**Signal wires on met1**

Bar = 10 µm.
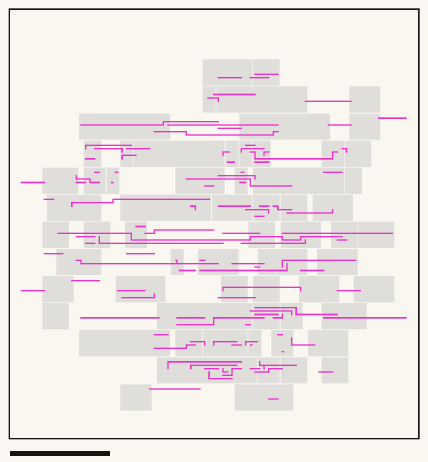
**Met2 routing**

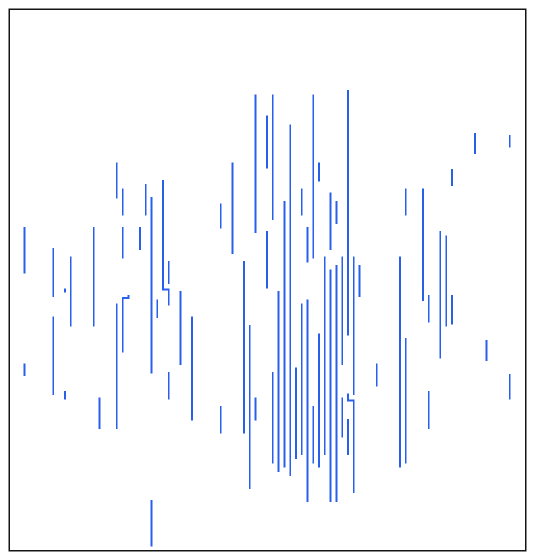
**The metal 3 layer**

Bar = 10 µm.
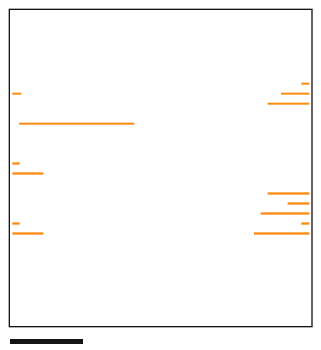
**Drive-strength map**

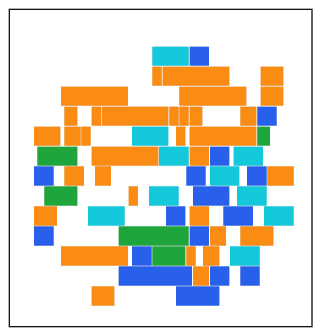
**The clock network**

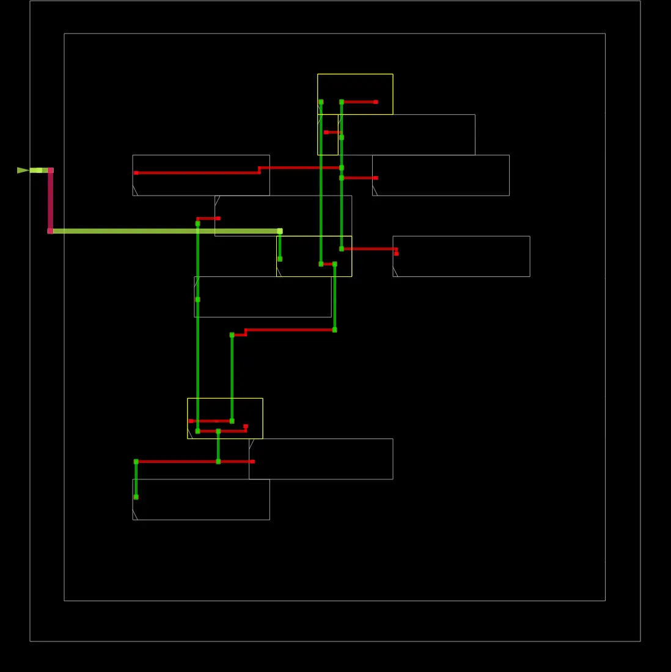
`src/rtl/cdb_sched_pkg.sv`:
```
// Shared unit ids, default latencies and the CDB reservation slot record
// for the Tomasulo issue scheduler.
package cdb_sched_pkg;

  localparam int unsigned UNIT_W = 2;

  localparam logic [UNIT_W-1:0] UNIT_INT_A = 2'd0;
  localparam logic [UNIT_W-1:0] UNIT_INT_B = 2'd1;
  localparam logic [UNIT_W-1:0] UNIT_LS    = 2'd2;
  localparam logic [UNIT_W-1:0] UNIT_MUL   = 2'd3;

  localparam int unsigned INT_LAT_DEF = 1;
  localparam int unsigned LS_LAT_DEF  = 2;
  localparam int unsigned MUL_LAT_DEF = 4;

  typedef struct packed {
    logic              valid;
    logic [UNIT_W-1:0] owner;
  } slot_t;

endpackage

```
`src/rtl/cdb_slot_ring.sv`:
```
// Latency-indexed CDB reservation shift register: entry i describes the
// result that will occupy the CDB i cycles from now.
module cdb_slot_ring
  import cdb_sched_pkg::*;
#(
  parameter int unsigned DEPTH = 5,
  parameter int unsigned IDX_W = 3,
  parameter int unsigned NPORT = 3
) (
  input  logic                          clock,
  input  logic                          reset,
  input  logic                          clear,
  input  logic [NPORT-1:0]              ins_en,
  input  logic [NPORT-1:0][IDX_W-1:0]   ins_idx,
  input  logic [NPORT-1:0][UNIT_W-1:0]  ins_owner,
  input  logic [NPORT-1:0][IDX_W-1:0]   query_idx,
  output logic [NPORT-1:0]              query_busy,
  output slot_t                         head
);

  slot_t res      [DEPTH];
  slot_t res_next [DEPTH];

  // Shift toward the head, then drop in this cycle's reservations.
  always_comb begin
    for (int i = 0; i < int'(DEPTH) - 1; i++) begin
      res_next[i] = res[i+1];
    end
    res_next[DEPTH-1] = '0;
    for (int p = 0; p < int'(NPORT); p++) begin
      if (ins_en[p]) begin
        res_next[ins_idx[p]] = '{valid: 1'b1, owner: ins_owner[p]};
      end
    end
  end

  always_ff @(posedge clock or posedge reset) begin
    if (reset) begin
      for (int i = 0; i < int'(DEPTH); i++) res[i] <= '0;
    end else if (clear) begin
      for (int i = 0; i < int'(DEPTH); i++) res[i] <= '0;
    end else begin
      for (int i = 0; i < int'(DEPTH); i++) res[i] <= res_next[i];
    end
  end

  always_comb begin
    query_busy = '0;
    for (int p = 0; p < int'(NPORT); p++) begin
      query_busy[p] = res[query_idx[p]].valid;
    end
  end

  assign head = res[0];

endmodule

```
`src/rtl/cdb_issue_scheduler.sv`:
```
// Issue scheduler: grants execution queues so that no two results ever
// collide on the single CDB, and drives the CDB source select.
module cdb_issue_scheduler
  import cdb_sched_pkg::*;
#(
  parameter int unsigned INT_LAT = INT_LAT_DEF,
  parameter int unsigned LS_LAT  = LS_LAT_DEF,
  parameter int unsigned MUL_LAT = MUL_LAT_DEF,
  parameter int unsigned DEPTH   = MUL_LAT + 1
) (
  input  logic              clock,
  input  logic              reset,
  input  logic              flush,
  input  logic              ready_int_a,
  input  logic              ready_int_b,
  input  logic              ready_ld_st,
  input  logic              ready_mul,
  output logic              issue_int_a,
  output logic              issue_int_b,
  output logic              issue_ld_st,
  output logic              issue_mul,
  output logic [UNIT_W-1:0] cdb_sel,
  output logic              cdb_sel_valid
);

  localparam int unsigned IDX_W     = (DEPTH > 1) ? $clog2(DEPTH) : 1;
  localparam bit          MUL_EQ_LS  = (MUL_LAT == LS_LAT);
  localparam bit          MUL_EQ_INT = (MUL_LAT == INT_LAT);
  localparam bit          LS_EQ_INT  = (LS_LAT == INT_LAT);

  // Port order on the ring: 0 mul, 1 ld/st, 2 integer pair.
  logic [2:0]              busy;
  logic [2:0]              ins_en;
  logic [2:0][IDX_W-1:0]   ins_idx;
  logic [2:0][UNIT_W-1:0]  ins_owner;
  logic [2:0][IDX_W-1:0]   query_idx;
  slot_t                   head;

  logic last_int;
  logic grant_en;
  logic pick_b;
  logic int_free;

  assign query_idx = {IDX_W'(INT_LAT), IDX_W'(LS_LAT), IDX_W'(MUL_LAT)};

  // Fixed priority mul > ld/st > integer; equal latencies lose to the earlier class.
  always_comb begin
    grant_en    = !reset && !flush;
    issue_mul   = 1'b0;
    issue_ld_st = 1'b0;
    issue_int_a = 1'b0;
    issue_int_b = 1'b0;
    int_free    = 1'b0;
    pick_b      = ready_int_b && (!ready_int_a || !last_int);

    issue_mul   = grant_en && ready_mul && !busy[0];
    issue_ld_st = grant_en && ready_ld_st && !busy[1]
                  && !(MUL_EQ_LS && issue_mul);
    int_free    = grant_en && !busy[2]
                  && !(MUL_EQ_INT && issue_mul)
                  && !(LS_EQ_INT && issue_ld_st);
    issue_int_b = int_free && pick_b;
    issue_int_a = int_free && ready_int_a && !pick_b;
  end

  always_ff @(posedge clock or posedge reset) begin
    if (reset) begin
      last_int <= 1'b1;
    end else if (issue_int_a || issue_int_b) begin
      last_int <= issue_int_b;
    end
  end

  assign ins_en    = {issue_int_a || issue_int_b, issue_ld_st, issue_mul};
  assign ins_idx   = {IDX_W'(INT_LAT - 1), IDX_W'(LS_LAT - 1), IDX_W'(MUL_LAT - 1)};
  assign ins_owner = {(issue_int_b ? UNIT_INT_B : UNIT_INT_A), UNIT_LS, UNIT_MUL};

  cdb_slot_ring #(
    .DEPTH (DEPTH),
    .IDX_W (IDX_W),
    .NPORT (3)
  ) u_ring (
    .clock      (clock),
    .reset      (reset),
    .clear      (flush),
    .ins_en     (ins_en),
    .ins_idx    (ins_idx),
    .ins_owner  (ins_owner),
    .query_idx  (query_idx),
    .query_busy (busy),
    .head       (head)
  );

  assign cdb_sel       = head.owner;
  assign cdb_sel_valid = head.valid && !flush;

endmodule

```
`config.mk`:
```
export PLATFORM = sky130hd
export DESIGN_NAME = cdb_issue_scheduler
export DESIGN_NICKNAME = d
export VERILOG_FILES = /design/src/rtl/cdb_sched_pkg.sv /design/src/rtl/cdb_slot_ring.sv /design/src/rtl/cdb_issue_scheduler.sv
export SDC_FILE = /design/constraint.sdc
export NUM_CORES = 1
export LEC_CHECK = 0
export CORE_AREA = 2 2 39 41
export CTS_BUF_LIST = sky130_fd_sc_hd__clkbuf_8
export DETAILED_ROUTE_END_ITERATION = 8
export DIE_AREA = 0 0 41 43
export HOLD_SLACK_MARGIN = 0.05
export PLACE_DENSITY_LB_ADDON = 0.25
export SLEW_MARGIN = 10
export SYNTH_ARGS = -nofsm -noshare
export SYNTH_HDL_FRONTEND = slang
export SYNTH_SLANG_ARGS = --single-unit
```
`constraint.sdc`:
```
create_clock -name clock -period 1.1 [get_ports clock]
set_input_delay 0.165 -clock clock [delete_from_list [all_inputs] [get_ports clock]]
set_output_delay 0.165 -clock clock [all_outputs]
set_load 0.02 [all_outputs]
```
==> results.yml <==
# synthesis and place-and-route metrics
status:
  outcome: "complete, but fails checks"
  failed_checks: "setup timing"
routing:
  drc_marker_count_from_the_first_detailed_route_iteration: 0
  met2WireLength_um: 495
  final_antenna_net_count: 0
  highest-signal-layer: "met4"
  drt-wirelength-per-cell_um: 11.9
  drc: 0
  detail_route.wirelength_um: 954
  detailedRoute.firstPassIterationCount: 1
  num_vias: 350
placed_design:
  dp_cells: 70
  place_hpwl_um: 581
  numPortBuffers: 13
die:
  core_area_um2: 1380
  fp.dieH_um: 43
  design.portCount: 14
  core.rowCount: 14
  die-width_um: 41
power:
  internal_power_mw: 0.676
  peakVddDrop_mv: 0.534
  largest_power_group: "clock"
  pg_comb_mw: 0.202
worst_setup_path:
  critical-path-max-stage-delay_ns: 0.51
  cp_cell_sequence: "or4b_4, nor2_4, buf_6"
  setup.reg_to_reg.worst_slack_ns: -0.39
  crit_cells: 3
  r2r-start: "u_ring.res[10]"
clock_tree:
  clk-insertion-delay-late_ns: 0.23
  cts-root-buf: "sky130_fd_sc_hd__clkbuf_8"
  post-cts-setup-buffers: 3
  cts-hold-fix-buffers: 0
logic_synthesis:
  yosys-top-cells-area: "sky130_fd_sc_hd__dfrtp_1 45%, sky130_fd_sc_hd__dfstp_2 6.8%, sky130_fd_sc_hd__nor3b_1 5.8%"
  ys_seq_frac: 0.519
  synthesis.area_um2: 388
  postSynthAreaPerCell_um2: 10.5
  synth-edff-count: 0
  postSynth.asyncResetShare: 1.00
  synth-area-yosys_um2: 388
  ys_sh_mux: 0
  commonest_cells_post_synth: "7 x sky130_fd_sc_hd__dfrtp_1, 5 x sky130_fd_sc_hd__inv_1, 3 x sky130_fd_sc_hd__nor2_1, 3 x sky130_fd_sc_hd__nor3b_1"
  xor_share: 0
  top_cell: "sky130_fd_sc_hd__dfrtp_1"
timing:
  finalSetupViolations: 5
  period_needed_ns: 1.50
  clock.fmax_mhz: 666
  worst_clock_skew_ns: 0.00518
  final.setup.tns_ns: -1.60
  final-max-slew-violation-count: 0
  finalWorstSetupSlack_ns: -0.402
final_layout:
  buffers_excl_clock: 27
  comb_area_frac: 0.261
  layout-drive-gt1-share: 0.484
  final_core_util: 0.515
  comb_area_um2: 186
  num_antenna_cells: 0
  postLayoutCellArea_um2: 713
global_routing:
  grt_use_total: 0.128
  grt.met3_usage: 0.0471
  globalRoute.totalOverflow: 0
  grt_antenna_before_repair: 0
  met2_usage: 0.188
  first_global_vias: 354
  maximum_number_of_pins_on_one_net_before_global_route_repair: 9
min_path:
  min-delay-path-class: "input pin to async pin"
-- 'signal wires on met1' (at the start) --
main direction: horizontal
wire length on this layer: 397 µm
share of all routed wire: 42%

-- 'met2 routing' (at the start) --
wire length on this layer: 496 µm
main direction: vertical
nets with wire on the layer: 61

-- 'the metal 3 layer' (at the start) --
wire length on this layer: 57.8 µm
share of all routed wire: 6.1%

-- 'drive-strength map' (at the start) --
legend:
  _6 and larger:
    colour: cyan
    cells: 10
    most_used: buf_6
  _3 and _4 cells:
    colour: blue
    cells: 16
    most_used: buf_4
  _2 cells:
    colour: green
    cells: 5
  _0 and _1 cells:
    colour: orange
    cells: 33
    most_used: dfrtp_1

-- 'the clock network' (at the start) --
cts bufs inserted: 3
registers: 8
count of clock-net buffers in the final layout: 3
clock net sink count: 8

No activity file was given, so power comes from the tool's default toggle rates.
